==> config.mk <==
export PLATFORM = sky130hd
export DESIGN_NAME = fx_cmd_decoder
export DESIGN_NICKNAME = d
export VERILOG_FILES = /design/src/rtl/fx_cmd_decoder.sv
export SDC_FILE = /design/constraint.sdc
export NUM_CORES = 1
export LEC_CHECK = 0
export CORE_ASPECT_RATIO = 1.4
export CORE_MARGIN = 10
export CORE_UTILIZATION = 40
export CTS_CLUSTER_SIZE = 8
export DETAILED_ROUTE_END_ITERATION = 8
export GPL_TIMING_DRIVEN = 0
export PLACE_DENSITY = 0.72
export SLEW_MARGIN = 20
export SYNTH_ARGS = -nofsm -noshare
export SYNTH_HDL_FRONTEND = slang
export SYNTH_SLANG_ARGS = --single-unit
export TNS_END_PERCENT = 30
==> constraint.sdc <==
create_clock -name clk_sys -period 2.7 [get_ports clk_sys]
set_input_delay 0.405 -clock clk_sys [delete_from_list [all_inputs] [get_ports clk_sys]]
set_output_delay 0.405 -clock clk_sys [all_outputs]
set_load 0.01 [all_outputs]
==> src/rtl/fx_cmd_decoder.sv <==
// Host byte-stream command decoder: turns CMD/A2/A1/A0/LEN packets into fx bus
// register writes and reads, and streams read data back to the host.
module fx_cmd_decoder #(
  parameter int unsigned ADDR_W  = 22,
  parameter int unsigned RD_LAT  = 1,
  parameter int unsigned TIMEOUT = 65535
) (
  input  logic              clk_sys,
  input  logic              rst,
  input  logic [7:0]        rx_data,
  input  logic              rx_valid,
  output logic              rx_ready,
  output logic [7:0]        tx_data,
  output logic              tx_valid,
  input  logic              tx_ready,
  output logic [ADDR_W-1:0] fx_waddr,
  output logic              fx_wr,
  output logic [7:0]        fx_data,
  output logic              fx_rd,
  output logic [ADDR_W-1:0] fx_raddr,
  input  logic [7:0]        fx_q,
  output logic              busy,
  output logic [7:0]        err_cnt
);

  typedef enum logic [3:0] {
    S_IDLE, S_ADDR2, S_ADDR1, S_ADDR0, S_LEN, S_WDATA, S_RREQ, S_RWAIT, S_RSEND
  } state_t;

  localparam int unsigned TMO_W = $clog2(TIMEOUT + 1);

  state_t            state;
  logic [TMO_W-1:0]  tmo_cnt;
  logic [ADDR_W-1:0] base;
  logic [7:0]        len;
  logic [7:0]        idx;
  logic [2:0]        lat_cnt;
  logic              cmd_wr;

  logic rx_hs;
  logic in_pkt;
  logic tmo_hit;
  logic cmd_ok;
  logic err_inc;

  always_comb begin
    in_pkt   = state inside {S_ADDR2, S_ADDR1, S_ADDR0, S_LEN, S_WDATA};
    rx_ready = in_pkt || (state == S_IDLE);
    rx_hs    = rx_valid && rx_ready;
    cmd_ok   = (rx_data == 8'h57) || (rx_data == 8'h52);
    // A byte arriving on the last allowed cycle wins over the timeout.
    tmo_hit  = in_pkt && !rx_hs && (tmo_cnt == TMO_W'(TIMEOUT - 1));
    err_inc  = tmo_hit || ((state == S_IDLE) && rx_hs && !cmd_ok);
    busy     = (state != S_IDLE);
  end

  always_ff @(posedge clk_sys) begin
    if (rst) begin
      state    <= S_IDLE;
      tmo_cnt  <= '0;
      base     <= '0;
      len      <= '0;
      idx      <= '0;
      lat_cnt  <= '0;
      cmd_wr   <= 1'b0;
      tx_data  <= '0;
      tx_valid <= 1'b0;
      fx_waddr <= '0;
      fx_wr    <= 1'b0;
      fx_data  <= '0;
      fx_rd    <= 1'b0;
      fx_raddr <= '0;
      err_cnt  <= '0;
    end else begin
      fx_wr <= 1'b0;
      fx_rd <= 1'b0;

      if (err_inc && (err_cnt != '1))
        err_cnt <= err_cnt + 8'd1;

      if (!in_pkt || rx_hs || tmo_hit)
        tmo_cnt <= '0;
      else
        tmo_cnt <= tmo_cnt + TMO_W'(1);

      if (tmo_hit) begin
        state <= S_IDLE;
      end else begin
        case (state)
          S_IDLE: begin
            if (rx_hs && cmd_ok) begin
              cmd_wr <= (rx_data == 8'h57);
              state  <= S_ADDR2;
            end
          end
          // Address bytes shift in MSB first; bits above ADDR_W fall off the top.
          S_ADDR2: if (rx_hs) begin
            base  <= ADDR_W'(rx_data);
            state <= S_ADDR1;
          end
          S_ADDR1: if (rx_hs) begin
            base  <= ADDR_W'({base, rx_data});
            state <= S_ADDR0;
          end
          S_ADDR0: if (rx_hs) begin
            base  <= ADDR_W'({base, rx_data});
            state <= S_LEN;
          end
          S_LEN: if (rx_hs) begin
            len <= rx_data;
            idx <= '0;
            if (cmd_wr) begin
              state <= S_WDATA;
            end else begin
              fx_rd    <= 1'b1;
              fx_raddr <= base;
              state    <= S_RREQ;
            end
          end
          S_WDATA: if (rx_hs) begin
            fx_wr    <= 1'b1;
            fx_data  <= rx_data;
            fx_waddr <= base + ADDR_W'(idx);
            if (idx == len)
              state <= S_IDLE;
            else
              idx <= idx + 8'd1;
          end
          S_RREQ: begin
            lat_cnt <= 3'd1;
            state   <= S_RWAIT;
          end
          S_RWAIT: begin
            if (lat_cnt == 3'(RD_LAT)) begin
              tx_data  <= fx_q;
              tx_valid <= 1'b1;
              state    <= S_RSEND;
            end else begin
              lat_cnt <= lat_cnt + 3'd1;
            end
          end
          S_RSEND: if (tx_ready) begin
            tx_valid <= 1'b0;
            if (idx == len) begin
              state <= S_IDLE;
            end else begin
              idx      <= idx + 8'd1;
              fx_rd    <= 1'b1;
              fx_raddr <= base + ADDR_W'(idx + 8'd1);
              state    <= S_RREQ;
            end
          end
          default: state <= S_IDLE;
        endcase
      end
    end
  end

endmodule

### Pin placement, run 1

Drawn at 2 px/um. Pins as bars across the die edge, other pins in gray.
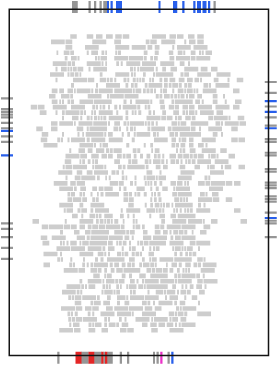
blue -> `fx_waddr`  # pins 22, direction output, edge 15 north, 4 east, 2 west, 1 south
magenta -> `rx_ready`  # pins 1, direction output, edge south
red -> `fx_q`  # pins 8, direction input, edge south
Die Y: 172.3 um
# port buffers: 92
chip width: 128.8 um

### Gate families picked out, run 1

Drawn at 2 px/um.
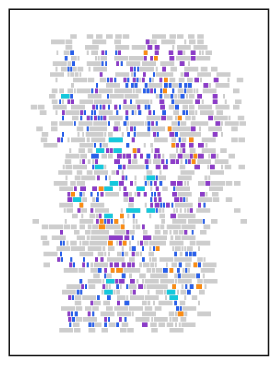
orange -> AND and OR gates  # cells 29
purple -> inverting AOI/OAI gates  # cells 172
cyan -> adder and majority cells  # cells 17, where center
blue -> NAND gates  # cells 173

==> flow_summary.toml, run 1 <==
# synthesis and place-and-route metrics
[run_status]
outcome = "finished, final reports clean"

[logic_synthesis]
fp_nets = 853
ys.warnings.count = 0
synth_top_area_share = 0.4015
ys_async_sr_fraction = 0
synth.avg_cell_area_um2 = 8.127
ys.flop_type = "dfxtp_1"
synth_cell_types = 65

[power]
pwr-share-seq = 0.388
p_comb_mw = 1.29
peakVddDrop_uv = 378.4
top_power_group = "sequential cells"
swShare = 0.3067
power.density_mw_per_mm2 = 686.9
total_power_mw = 5.742
p_seq_mw = 2.23
power_frac_comb = 0.225
clkPwrFrac = 0.387
power.leakage_nw = 2.844

[clock_tree]
cts_setup_buffers = 0
cts_tree = "yes"
hold_buffers = 0
numCtsBuffers = 17
cts.repair.resized = 0
htree_levels = 4
clockRootBuffer = "clkbuf_16"
insertion_delay_ns = 0.42
cts_max_path_buffers = 2
cts_sinks = 133

[timing]
final_max_slew_viol_count = 0
hold_viol_final = 0
setup_slack_ns = 0.1420
max-slew-margin-rel = 0.4436
setup_viol = 0
period_needed_ns = 2.558
fin_skew_ns = 0.009548
max_freq_ghz = 0.3909

[global_route]
grt-ovfl-total = 0
grt_pass1_wl_mm = 31.18
met3_usage = 0.04412
grt.met2_usage = 0.3035
grtUsageTotal = 0.1783
use_met1 = 0.1940
grt_max_degree = 17

[drt]
routedWlPerCell_um = 17.23
drc = 0
drtPass1Iterations = 5

[layout]
final_area_mm2 = 0.008359
drive_above_1_share = 0.05775
nets = 961
utilization = 0.5147
diodes = 0
nFillCells = 1587

[die]
die-area_mm2 = 0.02220
rows = 55

[worst_setup_path]
crit_start = "state[2]"
cp-end-kind = "output pin"
reg2reg_depth = 10
cp_top_family = "buffers and inverters"
critPathKind = "reg -> out"
worstPathRequired_ns = 2.30
critPathMaxStageDelay_ns = 0.53
reg2reg_from = "idx[0]"
slowest_stage = "clkdlybuf4s50_1"
arrival_ns = 2.15
cp_cell_sequence = "buf_6 > clkbuf_1 > nor4_1 > inv_1 > clkdlybuf4s50_1"

[place]
gp_congestion = 0.9359
post_dp_cell_area_mm2 = 0.007801
dp.cells = 1107
hpwl_mm = 15.06

[min_path]
hold_start = "fx_raddr[18]"
hp-class = "reg -> reg"

[flow_run]
drv_cap = 0
### Wiring by layer, run 1

Drawn at 1.5 px/um. Two of the layers only.
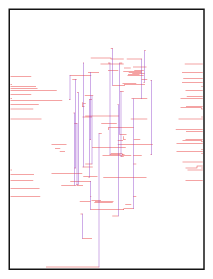
purple -> met4  # wire length 984 um
red -> met3  # wire length 1130 um

### Met4 routing, run 1

Drawn at 2 px/um.
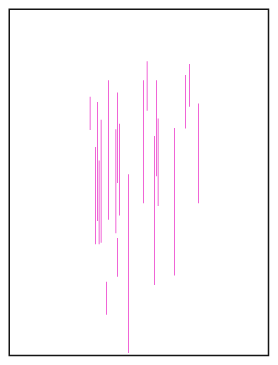
share of all routed wire = 5.0%
nets with wire on the layer = 18
longest straight run = 89.1 um
main direction = vertical
wire length on this layer = 984 um
drt total wl: 19.54 mm
routed vias: 6159

-- run 1: layer usage --
layer	up-vias	share of wire
met5	-	0
met4	0	0.050
met3	49	0.058
met2	178	0.49
met1	2850	0.40
li1	3082	-
-- run 1: cells by family after synthesis --
group                    share of synthesized area
AND/OR/NAND/NOR                             0.2459
AND-OR/OR-AND                               0.1809
flip-flops                                  0.4015
buffers and inverters                      0.04415
XOR/XNOR                                   0.07793
adder cells (fa/ha/maj)                    0.03434
multiplexers                               0.01528
-- run 1: sequential cells by signal, indices dropped and copies added (netlist names), 3 cells and up --
| register | count |
|---|---|
| base | 22 |
| err_cnt | 8 |
| fx_data | 8 |
| fx_raddr | 22 |
| fx_waddr | 22 |
| idx | 8 |
| lat_cnt | 3 |
| len | 8 |
| state | 4 |
| tmo_cnt | 16 |
| tx_data | 8 |
-- run 1: final cells by class --
class | count | area [um^2] | share of cell area
inverters | 17 | 63.81 | 0.007634
repair buffers | 92 | 920.9 | 0.1102
well taps | 199 | 249.0 | 0.02979
clock inverters | 13 | 137.6 | 0.01646
multi-input cells | 612 | 3682 | 0.4405
plain buffers | 51 | 217.7 | 0.02604
flip-flops and latches | 133 | 2663 | 0.3185
clock buffers | 17 | 425.4 | 0.05089
-- run 1: Yosys cell counts (5+ instances only) --
library cell and n:
dfxtp_1 133, nand2_1 106, nor2_1 94, a21oi_1 72, nand3_1 48, clkbuf_1 44, a211oi_1 34, xor2_1 34
o21ai_0 25, xnor2_1 25, inv_1 16, ha_1 15, nor3_1 12, nand4_1 11, mux2i_1 9, and3_1 8
nor4_1 8, a21o_1 7, a311oi_1 7, a31oi_1 7, nor3b_1 7, or3_1 7, buf_2 6, o21ai_1 6
nand2b_1 5, nor2b_1 5, o211ai_1 5, o21bai_1 5
### Clock routing, run 1

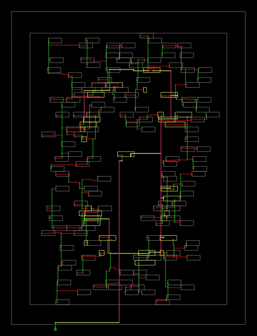

--- run 2 (diff from run 1) ---
- CTS_CLUSTER_SIZE: 8 -> 30
- clock period: 2.7 -> 2.6 ns (I/O delays scaled with it)
### Clock routing, run 2

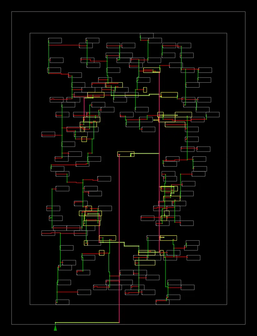
Clock Latency Late Sink: 0.42 ns
clock sinks: 133
clk_buf instances: 17

### Met4 routing, run 2

Drawn at 2 px/um.
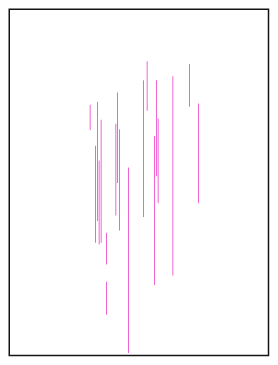
longest straight run = 99.3 um
wire length on this layer = 914 um
share of all routed wire = 4.6%

==> run 2 against run 1 <==
Effect of this change: area after synthesis is the same; power increased by 4.1%; die area unchanged; critical path depth rose by 2; non-clock buffer count fell by 2.
==> flow_summary.toml, run 2 <==
# synthesis and place-and-route metrics
[logic_synthesis]
synth_top_area_share = 0.4015
ys.flop_type = "dfxtp_1"
ys_cells = 816
ys_async_sr_fraction = 0
top_cell = "dfxtp_1"
mappedNetlistArea_mm2 = 0.006631
fp_nets = 853
synth.avg_cell_area_um2 = 8.127
ys.warnings.count = 0
synth_cell_types = 65
common_cells = "dfxtp_1 (133), nand2_1 (106), nor2_1 (94)"
ys_seq_frac = 0.4015

[timing]
setup_slack_ns = 0.1311
setup_viol = 0
fin_skew_ns = 0.007090
max-slew-margin-rel = 0.4335
worst_pin_slew_ns = 0.8497
hold_viol_final = 0
max_freq_ghz = 0.4050
final_max_slew_viol_count = 0
period_needed_ns = 2.469
finalSetupTns_ns = 0

[layout]
final_area_mm2 = 0.008386
nets = 959
utilization = 0.5163
reg.largest.list = "base (22), fx_raddr (22), fx_waddr (22)"
final_common_cell = "dfxtp_1"
fin_cells = 1132
drive_above_1_share = 0.06860
diodes = 0

[global_route]
grt-ovfl-total = 0
grt_antenna_before_repair = 0
grt_max_degree = 17
grtUsageTotal = 0.1783
grt_pass1_wl_mm = 31.18

[drt]
routedWlPerCell_um = 17.39
drc = 0
wirelength_mm = 19.68
vias = 6190
drtPass1Iterations = 5
avgViaCountPerCell = 5.468

[power]
top_power_group = "sequential cells"
p_seq_mw = 2.32
power_frac_comb = 0.227
p_comb_mw = 1.36
swShare = 0.3070
clkPwrFrac = 0.386
power.density_mw_per_mm2 = 712.7
power.leakage_nw = 2.842
p_clk_mw = 2.31
pwr-share-seq = 0.387
peakVddDrop_uv = 392.5

[min_path]
holdPathStages = 2
hp-class = "reg -> reg"

[run_status]
outcome = "finished, final reports clean"

[place]
post_dp_cell_area_mm2 = 0.007801
port_buffers = 92
hpwl_mm = 15.06
dp.cells = 1107
gp_congestion = 0.9359

[die]
die-area_mm2 = 0.02220
fp_util = 0.4083
die_w_um = 128.8
die_h_um = 172.3
rows = 55

[clock_tree]
hold_buffers = 0
cts_tree = "yes"
htree_levels = 4
clockRootBuffer = "clkbuf_16"
cts_max_path_buffers = 2
numCtsBuffers = 17

[worst_setup_path]
start_kind = "input port"
reg2reg_depth = 7
worstPathRequired_ns = 2.90
arrival_ns = 2.77
cp_max_fo = 8
cp-end-kind = "flip-flop"
critPathKind = "in -> reg"

[flow_run]
drv_cap = 0
warnings = 30
-- run 2: cell counts after synthesis --
No cell type changed its count.
-- run 2: worst max-delay path: stages --
cell	delay, ns
clkdlybuf4s50_1	0.53
nand4bb_1	0.35
o311a_1	0.40
a21oi_1	0.66
nor4_1	0.18
xnor2_1	0.19
nor2_1	0.05
-- run 2: what timing repair did --
action / CTS / global route
gates resized: 0 / 12
buffers inserted: 0 / 1
setup endpoints to repair: 0 / 39
-- run 2: metrics by stage --
stage / hold WS [ns] / power [mW]
after floorplan: 0.4371 / 3.187
after global placement: 0.4406 / 3.684
after detailed placement: 0.4465 / 3.700
after CTS: 0.4545 / 6.002
after global routing: 0.4735 / 6.256
final: 0.4488 / 5.977
-- run 2: logic make-up after synthesis --
logic type,count (synthesis),synth area share
buffers and inverters,71,0.04415
AND/OR/NAND/NOR,337,0.2459
XOR/XNOR,59,0.07793
multiplexers,10,0.01528
AND-OR/OR-AND,189,0.1809
adder cells (fa/ha/maj),17,0.03434
flip-flops,133,0.4015
-- run 2: final cells by class --
class                   instances  area (um^2)
plain buffers                  48        207.7
clock inverters                13        137.6
fillers                      1576         7855
well taps                     199        249.0
multi-input cells             612         3711
clock buffers                  17        425.4
inverters                      17        63.81
repair buffers                 93        928.4
flip-flops and latches        133         2663
-- run 2: final timing paths --
| kind | start | endpoint | slack (ns) |
|---|---|---|---|
| max | rx_data[7] | err_cnt[7] | 0.13 |
| min | fx_raddr[18] | fx_raddr[18] | 0.45 |
| max reg2reg | idx[1] | fx_raddr[21] | 0.16 |
| min reg2reg | fx_raddr[18] | fx_raddr[18] | 0.45 |
-- run 2: metal layers --
layer	track usage	wire length [um]	up-vias
li1	-	-	3079
met1	0.1940	7855	2883
met2	0.3035	9779	183
met3	0.04412	1134	45
met4	0.1135	913	0
met5	0	0	-
### Gate families picked out, run 2

Drawn at 2 px/um.
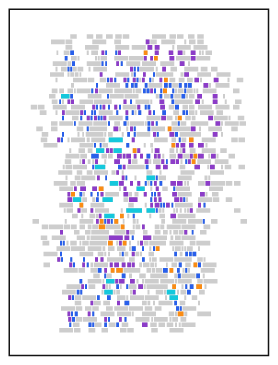

--- run 3 (diff from run 2) ---
- GPL_ROUTABILITY_DRIVEN: default -> 0
### Gate families picked out, run 3

Drawn at 2 px/um.
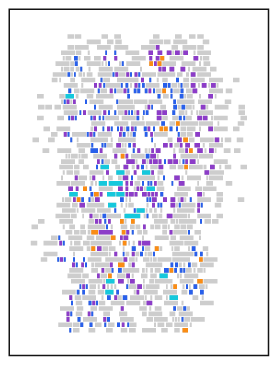
blue -> NAND gates  # cells 173
cyan -> adder and majority cells  # cells 17, where center
orange -> AND and OR gates  # cells 29
purple -> inverting AOI/OAI gates  # cells 172
Non-Filler Instances: 1133
most numerous logic cell after layout: dfxtp_1
logic share of the area: 0.4404

==> run 3 against run 2 <==
Effect of this change: combinational power about the same; worst setup slack got worse by 0.025 ns; final cell count about the same; first-iteration DRC count decreased by 0.23%; synthesized cell count unchanged; non-clock buffer count decreased by 1; clock-buffer cell count unchanged; power increased by 4.0%; global-route usage increased by 0.15 points; highest routed layer unchanged.
==> flow_summary.toml, run 3 <==
# synthesis and place-and-route metrics
[run_status]
outcome = "finished, final reports clean"

[worst_setup_path]
r2r_slack_ns = 0.12
critPathMaxStageDelay_ns = 0.53
critPathKind = "reg -> out"
arrival_ns = 2.10
start_kind = "flip-flop"
slowest_stage = "clkdlybuf4s50_1"
worstPathRequired_ns = 2.21
crit_start = "state[2]"
reg2reg_depth = 7
rr_endpoint = "fx_waddr[1]"

[timing]
max-slew-margin-rel = 0.4446
period_needed_ns = 2.494
fin_skew_ns = 0.01017
worst_pin_slew_ns = 0.8331
final_max_slew_viol_count = 0
hold_ws_ns = 0.4503

[place]
post_dp_cell_area_mm2 = 0.007801

[flow_run]
drv_cap = 0

[logic_synthesis]
ys.flop_type = "dfxtp_1"
ys.warnings.count = 0

[die]
die_h_um = 172.3

[min_path]
hp-class = "reg -> reg"
holdPathStages = 2

[power]
top_power_group = "the clock network"
power.density_mw_per_mm2 = 737.2
p_comb_mw = 1.37

[clock_tree]
cts_tree = "yes"
cts_sinks = 133
clockRootBuffer = "clkbuf_16"

[global_route]
grtUsageTotal = 0.1798
grt_pass1_wl_mm = 31.39
grt_max_degree = 17

[drt]
drtPass1Iterations = 5
wirelength_mm = 19.81

[layout]
drive_above_1_share = 0.06745
### Pin placement, run 3

Drawn at 2 px/um. Pins as bars across the die edge, other pins in gray.
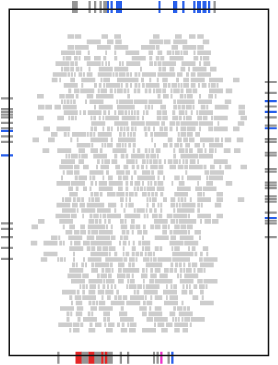
blue -> `fx_waddr`  # pins 22, direction output, edge 15 north, 4 east, 2 west, 1 south
red -> `fx_q`  # pins 8, direction input, edge south
magenta -> `rx_ready`  # pins 1, direction output, edge south
all pins by edge = 28 south, 25 east, 24 north, 16 west

-- run 3: cell types whose count changed in the layout (fill, tap and decap cells not counted), sizes merged --
cell      delta
buf          -1
inv          +8
clkinvlp     -3
clkinv       -4
bufinv       +1
-- run 3: routing by layer --
layer / vias up / routed length (um) / track usage
met1: 2913 / 8077 / 0.1971
met3: 60 / 1023 / 0.03646
met4: 0 / 1046 / 0.1210
met2: 181 / 9660 / 0.3071
li1: 3083 / - / -
met5: - / 0 / 0
-- run 3: layout make-up --
cell class,count,share of cell area
inverters,17,0.007567
clock inverters,15,0.02255
plain buffers,48,0.02463
flip-flops and latches,133,0.3157
multi-input cells,612,0.4404
well taps,199,0.02953
repair buffers,92,0.1092
clock buffers,17,0.05045
-- run 3: repair_timing --
item,4_1_cts,5_1_grt
gates cloned,0,0
resized,1,9
pin swaps,0,2
endpoints found under the setup margin,1,33
-- run 3: metrics by stage --
stage	total power, mW	setup WS [ns]	std cells	TNS, ns
detailed placement	3.696	-0.2874	1107	-7.487
CTS	6.221	0.02671	1139	0
global placement	3.681	-0.2895	1107	-7.262
floorplan	3.187	0.4703	816	0
global route	6.467	0.008127	1133	0
finish	6.217	0.1063	1133	0
-- run 3: logic make-up after synthesis --
| logic type | Yosys count | synth area share |
|---|---|---|
| flip-flops | 133 | 0.4015 |
| XOR/XNOR | 59 | 0.07793 |
| buffers and inverters | 71 | 0.04415 |
| multiplexers | 10 | 0.01528 |
| AND/OR/NAND/NOR | 337 | 0.2459 |
| AND-OR/OR-AND | 189 | 0.1809 |
| adder cells (fa/ha/maj) | 17 | 0.03434 |
-- run 3: critical path: cells and delay by family (launching register included) --
kind	cells	cell delay, ns
flops	1	0.30
simple gates	1	0.32
buf+inv	4	1.05
Power is estimated from default activity; no workload was simulated.
